`src/rtl/lcd_mode_sequencer.sv`:
```
// LCD dot/line sequencer: PPU mode FSM, LY counter, LY/LYC compare, VBlank/STAT requests, memory-busy flags.
// Optional: define STAT_IRQ_BLOCKING_EN to make STAT requests edge-triggered on the OR of all enabled sources.
module lcd_mode_sequencer #(
  parameter int unsigned DOTS_PER_LINE = 456,
  parameter int unsigned OAM_DOTS      = 80,
  parameter int unsigned XFER_DOTS     = 172,
  parameter int unsigned VISIBLE_LINES = 144,
  parameter int unsigned TOTAL_LINES   = 154
) (
  input  logic       clk,
  input  logic       reset,
  input  logic       dot_en,
  input  logic       lcd_enable,
  input  logic [7:0] lyc,
  input  logic [3:0] stat_ie,
  output logic [1:0] mode,
  output logic [7:0] ly,
  output logic [8:0] dot,
  output logic       coincidence,
  output logic       line_start,
  output logic       frame_start,
  output logic       vblank_irq,
  output logic       stat_irq,
  output logic       oam_busy,
  output logic       vram_busy
);

  localparam int unsigned DOT_W = 9;
  localparam int unsigned LY_W  = 8;
  localparam int unsigned SRC_W = 4;

  typedef enum logic [2:0] {S_OFF, S_OAM, S_XFER, S_HBLANK, S_VBLANK} state_e;

  state_e             state_q, state_d;
  logic [DOT_W-1:0]   dot_q, dot_d;
  logic [LY_W-1:0]    ly_q, ly_d;
  logic [1:0]         mode_q, mode_d;
  logic               coincidence_q, coincidence_d;
  logic               line_start_q, line_start_d;
  logic               frame_start_q, frame_start_d;
  logic               vblank_irq_q, vblank_irq_d;
  logic               stat_irq_q, stat_irq_d;
  logic               oam_busy_q, oam_busy_d;
  logic               vram_busy_q, vram_busy_d;
  logic [SRC_W-1:0]   src_hist_q, src_hist_d;
  logic [SRC_W-1:0]   src_c;
  logic               stat_rise_c;

  // Mode region for a given position in the frame.
  function automatic state_e line_state(input logic [DOT_W-1:0] d, input logic [LY_W-1:0] l);
    if (l >= LY_W'(VISIBLE_LINES))               return S_VBLANK;
    else if (d < DOT_W'(OAM_DOTS))               return S_OAM;
    else if (d < DOT_W'(OAM_DOTS + XFER_DOTS))   return S_XFER;
    else                                         return S_HBLANK;
  endfunction

  function automatic logic [1:0] mode_of(input state_e s);
    case (s)
      S_OAM:    return 2'd2;
      S_XFER:   return 2'd3;
      S_VBLANK: return 2'd1;
      default:  return 2'd0;
    endcase
  endfunction

  // STAT sources are taken from the registered mode/coincidence, so requests trail them by one clk.
  always_comb begin
    src_c = '0;
    if (state_q != S_OFF) begin
      src_c = {stat_ie[3] & coincidence_q,
               stat_ie[2] & (mode_q == 2'd2),
               stat_ie[1] & (mode_q == 2'd1),
               stat_ie[0] & (mode_q == 2'd0)};
    end
`ifdef STAT_IRQ_BLOCKING_EN
    stat_rise_c = (|src_c) & ~(|src_hist_q);
`else
    stat_rise_c = |(src_c & ~src_hist_q);
`endif
  end

  always_comb begin
    state_d       = state_q;
    dot_d         = dot_q;
    ly_d          = ly_q;
    line_start_d  = 1'b0;
    frame_start_d = 1'b0;
    vblank_irq_d  = 1'b0;

    if (!lcd_enable) begin
      state_d = S_OFF;
      dot_d   = '0;
      ly_d    = '0;
    end else if (state_q == S_OFF) begin
      state_d       = S_OAM;
      line_start_d  = 1'b1;
      frame_start_d = 1'b1;
    end else if (dot_en) begin
      if (dot_q == DOT_W'(DOTS_PER_LINE - 1)) begin
        dot_d        = '0;
        line_start_d = 1'b1;
        if (ly_q == LY_W'(TOTAL_LINES - 1)) begin
          ly_d          = '0;
          frame_start_d = 1'b1;
        end else begin
          ly_d         = ly_q + LY_W'(1);
          vblank_irq_d = (ly_d == LY_W'(VISIBLE_LINES));
        end
      end else begin
        dot_d = dot_q + DOT_W'(1);
      end
      state_d = line_state(dot_d, ly_d);
    end

    mode_d        = mode_of(state_d);
    oam_busy_d    = (state_d == S_OAM) || (state_d == S_XFER);
    vram_busy_d   = (state_d == S_XFER);
    coincidence_d = (state_d != S_OFF) && (ly_d == lyc);
    src_hist_d    = lcd_enable ? src_c : '0;
    stat_irq_d    = lcd_enable & stat_rise_c;
  end

  always_ff @(posedge clk) begin
    if (reset) begin
      state_q       <= S_OFF;
      dot_q         <= '0;
      ly_q          <= '0;
      mode_q        <= '0;
      coincidence_q <= 1'b0;
      line_start_q  <= 1'b0;
      frame_start_q <= 1'b0;
      vblank_irq_q  <= 1'b0;
      stat_irq_q    <= 1'b0;
      oam_busy_q    <= 1'b0;
      vram_busy_q   <= 1'b0;
      src_hist_q    <= '0;
    end else begin
      state_q       <= state_d;
      dot_q         <= dot_d;
      ly_q          <= ly_d;
      mode_q        <= mode_d;
      coincidence_q <= coincidence_d;
      line_start_q  <= line_start_d;
      frame_start_q <= frame_start_d;
      vblank_irq_q  <= vblank_irq_d;
      stat_irq_q    <= stat_irq_d;
      oam_busy_q    <= oam_busy_d;
      vram_busy_q   <= vram_busy_d;
      src_hist_q    <= src_hist_d;
    end
  end

  assign mode        = mode_q;
  assign ly          = ly_q;
  assign dot         = dot_q;
  assign coincidence = coincidence_q;
  assign line_start  = line_start_q;
  assign frame_start = frame_start_q;
  assign vblank_irq  = vblank_irq_q;
  assign stat_irq    = stat_irq_q;
  assign oam_busy    = oam_busy_q;
  assign vram_busy   = vram_busy_q;

endmodule

```
`config.mk`:
```
export PLATFORM = sky130hd
export DESIGN_NAME = lcd_mode_sequencer
export DESIGN_NICKNAME = d
export VERILOG_FILES = /design/src/rtl/lcd_mode_sequencer.sv
export SDC_FILE = /design/constraint.sdc
export NUM_CORES = 1
export LEC_CHECK = 0
export CAP_MARGIN = 10
export CORE_ASPECT_RATIO = 0.6
export CORE_UTILIZATION = 51
export CTS_CLUSTER_DIAMETER = 120
export DETAILED_ROUTE_END_ITERATION = 12
export HOLD_SLACK_MARGIN = 0.1
export PLACE_DENSITY = 0.8
export SLEW_MARGIN = 20
export SYNTH_ARGS = -nofsm -noshare
export SYNTH_HDL_FRONTEND = slang
export SYNTH_SLANG_ARGS = --single-unit
export TNS_END_PERCENT = 10
```
`constraint.sdc`:
```
create_clock -name clk -period 2.8 [get_ports clk]
set_input_delay 0.42 -clock clk [delete_from_list [all_inputs] [get_ports clk]]
set_output_delay 0.42 -clock clk [all_outputs]
set_load 0.01 [all_outputs]
```
### Register map, names as in the netlist

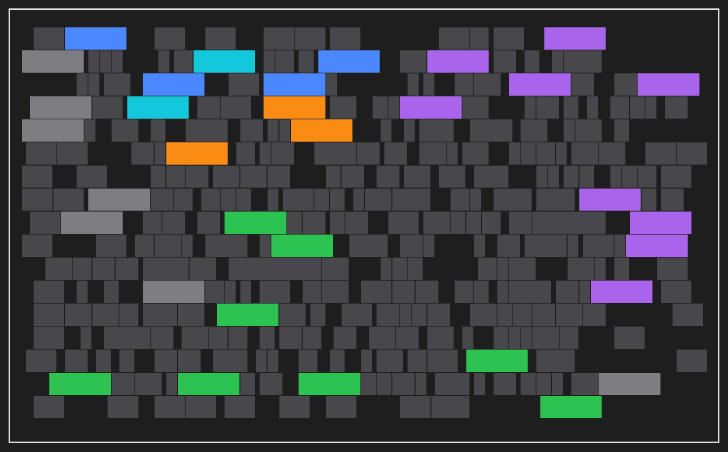
colour	name in the netlist	flops
green	`ly`	8
purple	`dot`	9
orange	`state_q`	3
blue	`src_hist_q`	4
cyan	`mode`	2
not coloured	7
utilization of the core after routing: 0.736
power attributed to sequential cells: 0.479 mW

### Cells coloured by class

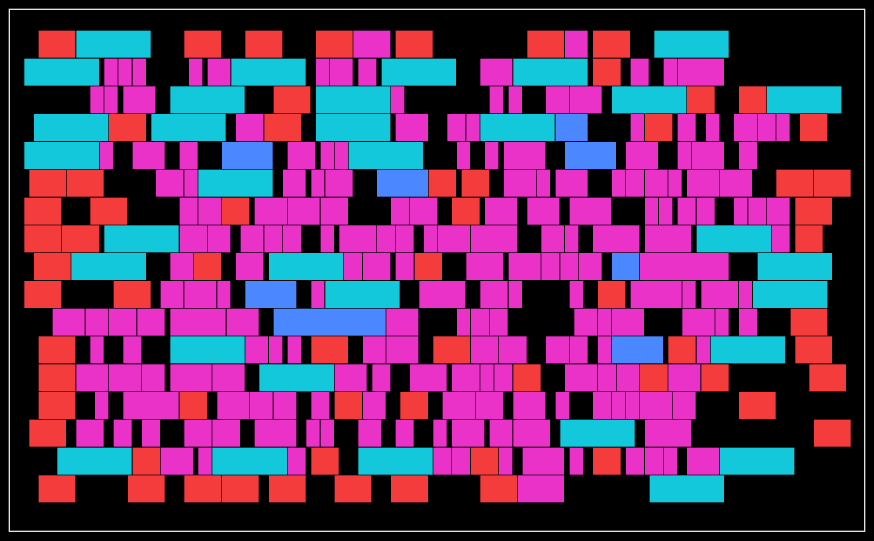
colour	class	cells	share of their area
magenta	remaining logic cells	204	49%
blue	clock drivers and dummy loads	8	4.3%
cyan	registers	33	24%
red	remaining buffers and delay cells	65	22%
share of cell area taken by flip-flops and latches: 0.240
FP Rows: 17
post-route cell area: 0.00276 mm2
area of the placeable core: 0.00374 mm2

### Clock wires, drivers and flops

Bar = 20 um.
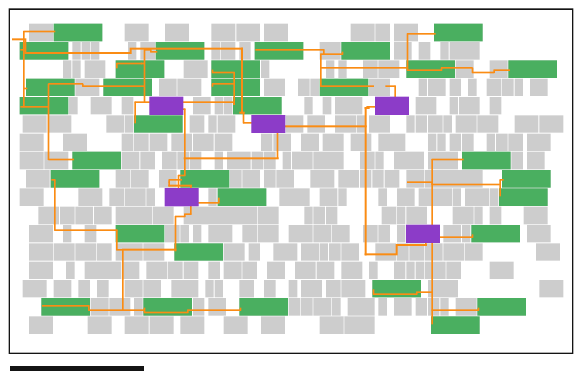
[orange] clock wires | length: 469 um
[green] flip-flops | count: 33
[purple] clock-net drivers | count: 5
flops lie	spread over the die
routed clock nets	6
largest clock skew in the final design: 0.00510 ns
P_clk: 0.467 mW
clk latency late pin: 0.29 ns

### Clock routing

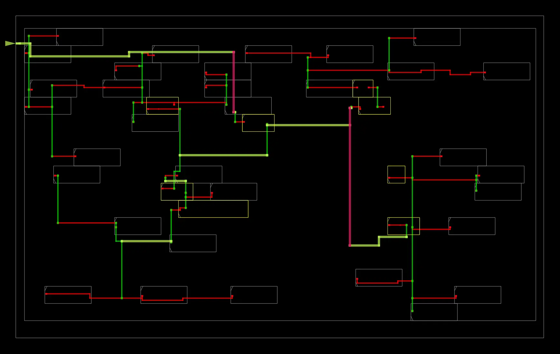
number of clock-tree buffers in the layout: 5
flip-flops: 33
total number of clock tree sinks: 33
number of CTS-inserted buffers: 5

==> commit_impl_results.txt <==
Add synthesis and place-and-route results

* Number of warnings in the stage logs: 29
- The worst VDD IR drop from the latest analysis is 0.396 mV.
- Required time of the worst setup path: 3.02 ns
- Routed signal wires occupy layers up through met4.
- TritonCTS clock tree: built
- Of the total power, combinational logic draws 0.090.
- Smallest setup slack after layout: between 0.1 and 0.15 ns
- Clock share of power: 0.450
- On the worst path, the slowest cell contributes a delay of 0.56 ns.
* FF-to-FF path depth: 8
- Static timing analysis puts the maximum clock frequency at about 0.37 GHz.
- Synth area leaders: dfxtp_1, nor2_1, a21oi_1
* MaxCap Viol Count: 0
- Synthesized chip area reported by yosys: 0.00204 mm2
* Number of global-route vias before repair: ~2000
- After the last flow step, the layout net total stands at between 300 and 400.
- The number of antenna violations at the first check in global routing came to 0.
- The flow ran to the end, and the final reports show no timing, DRC or antenna violations.
* Area growth from synthesis to layout: 35.3%
* Average detailed-routed wire length per instance: ~17 um
- Syn nets: around 270
* Global routing usage on met1: 0.429
- Routed wire length on met2: about 2.5 mm
- Main logic family: simple AND/OR/NAND/NOR gates
* Tightest Hold Check Type: flop to flop
- Per the synthesis report, the AND-OR/OR-AND share of the synthesized area is 0.236.
- Netlist area before placement: between 0.002 and 0.0025 mm2
- The final timing summary puts the cycle share of the worst path at 0.954.
- The final hold violation count recorded for this run is 0.
- Per the Yosys statistics, synthesis produced ~250 cells.
- The critical path's slowest stage uses the library cell or4_4.
* Arrival time of data at the critical path endpoint: 2.89 ns
* Buffers and inverters on the worst path: 0
- Post-synth EDFFs: 0
- Total power per unit cell area: 377 mW/mm2
- Met2 GRT Util: 0.442
- Cts hold-fix bufs: 0
* Post-synth regs: 33
* Wire length of the first global-routing pass: around 9.7 mm
- TritonRoute reported its final design rule violation total as 0.
- Count of different cell masters after synthesis: roughly 60
- Fraction of synthesis flops using an asynchronous set or reset pin: 0
- In the floorplan report the effective utilization is 0.544.
* Reported leakage power: approximately 0.97 nW
- WHS Endpoint: src_hist_q[3]$_SDFF_PP0_
- For reference, the mux area share after synthesis is 0.0123.
* Die boundary width: between 80 and 90 um
- dfxtp_1 takes more of the synthesized area than any other cell.
* Setup TNS Final: 0 ns
- The endpoint identified for the worst register-to-register timing path is coincidence$_SDFF_PP0_.
==> stage by stage <==
stage | hold WS (ns) | utilization | instances
after floorplan | 0.477 | - | 248
after global placement | 0.483 | 0.703 | 349
after detailed placement | 0.480 | 0.703 | 349
after CTS | 0.498 | 0.734 | 357
after global routing | 0.516 | 0.736 | 357
final | 0.496 | 0.736 | 357
==> power groups by stage <==
| stage | combinational [mW] | clock [mW] | sequential [mW] |
|---|---|---|---|
| after floorplan | 0.0390 | 0 | 0.492 |
| after global placement | 0.0894 | 0 | 0.490 |
| after detailed placement | 0.0906 | 0 | 0.490 |
| after CTS | 0.0913 | 0.466 | 0.479 |
| after global routing | 0.0991 | 0.485 | 0.480 |
| final | 0.0930 | 0.467 | 0.479 |
==> area by class of cell <==
type | instances | area [um2]
clock inverter | 3 | 46.3
sequential | 33 | 661
fill | 296 | 987
inverter | 8 | 30.0
multi-input combinational | 196 | 1300
clock buffer | 5 | 68.8
tap | 47 | 58.8
timing repair buffer | 65 | 591
==> cell usage after synthesis (all sizes together), types with 3 or more instances <==
cell type and instances:
o31ai 4, inv 8, o31a 3, nor3 8, ha 4, nand2 18, o21ai 10, clkbuf 5
nand2b 3, o41ai 3, o211ai 3, nor4b 4, dfxtp 33, o21a 3, xnor2 6, nand3b 3
nand4 6, buf 6, and2 5, nor4 5, or3 5, nor2b 3, nand3 10, xor2 6
a211o 5, a21oi 14, a211oi 4, nor2 32
==> registers in the layout (all words and copies together) (netlist names) <==
register     flops
coincidence      1
dot              9
frame_start      1
line_start       1
ly               8
mode             2
oam_busy         1
src_hist_q       4
stat_irq         1
state_q          3
vblank_irq       1
vram_busy        1
No activity file was given, so power comes from the tool's default toggle rates.
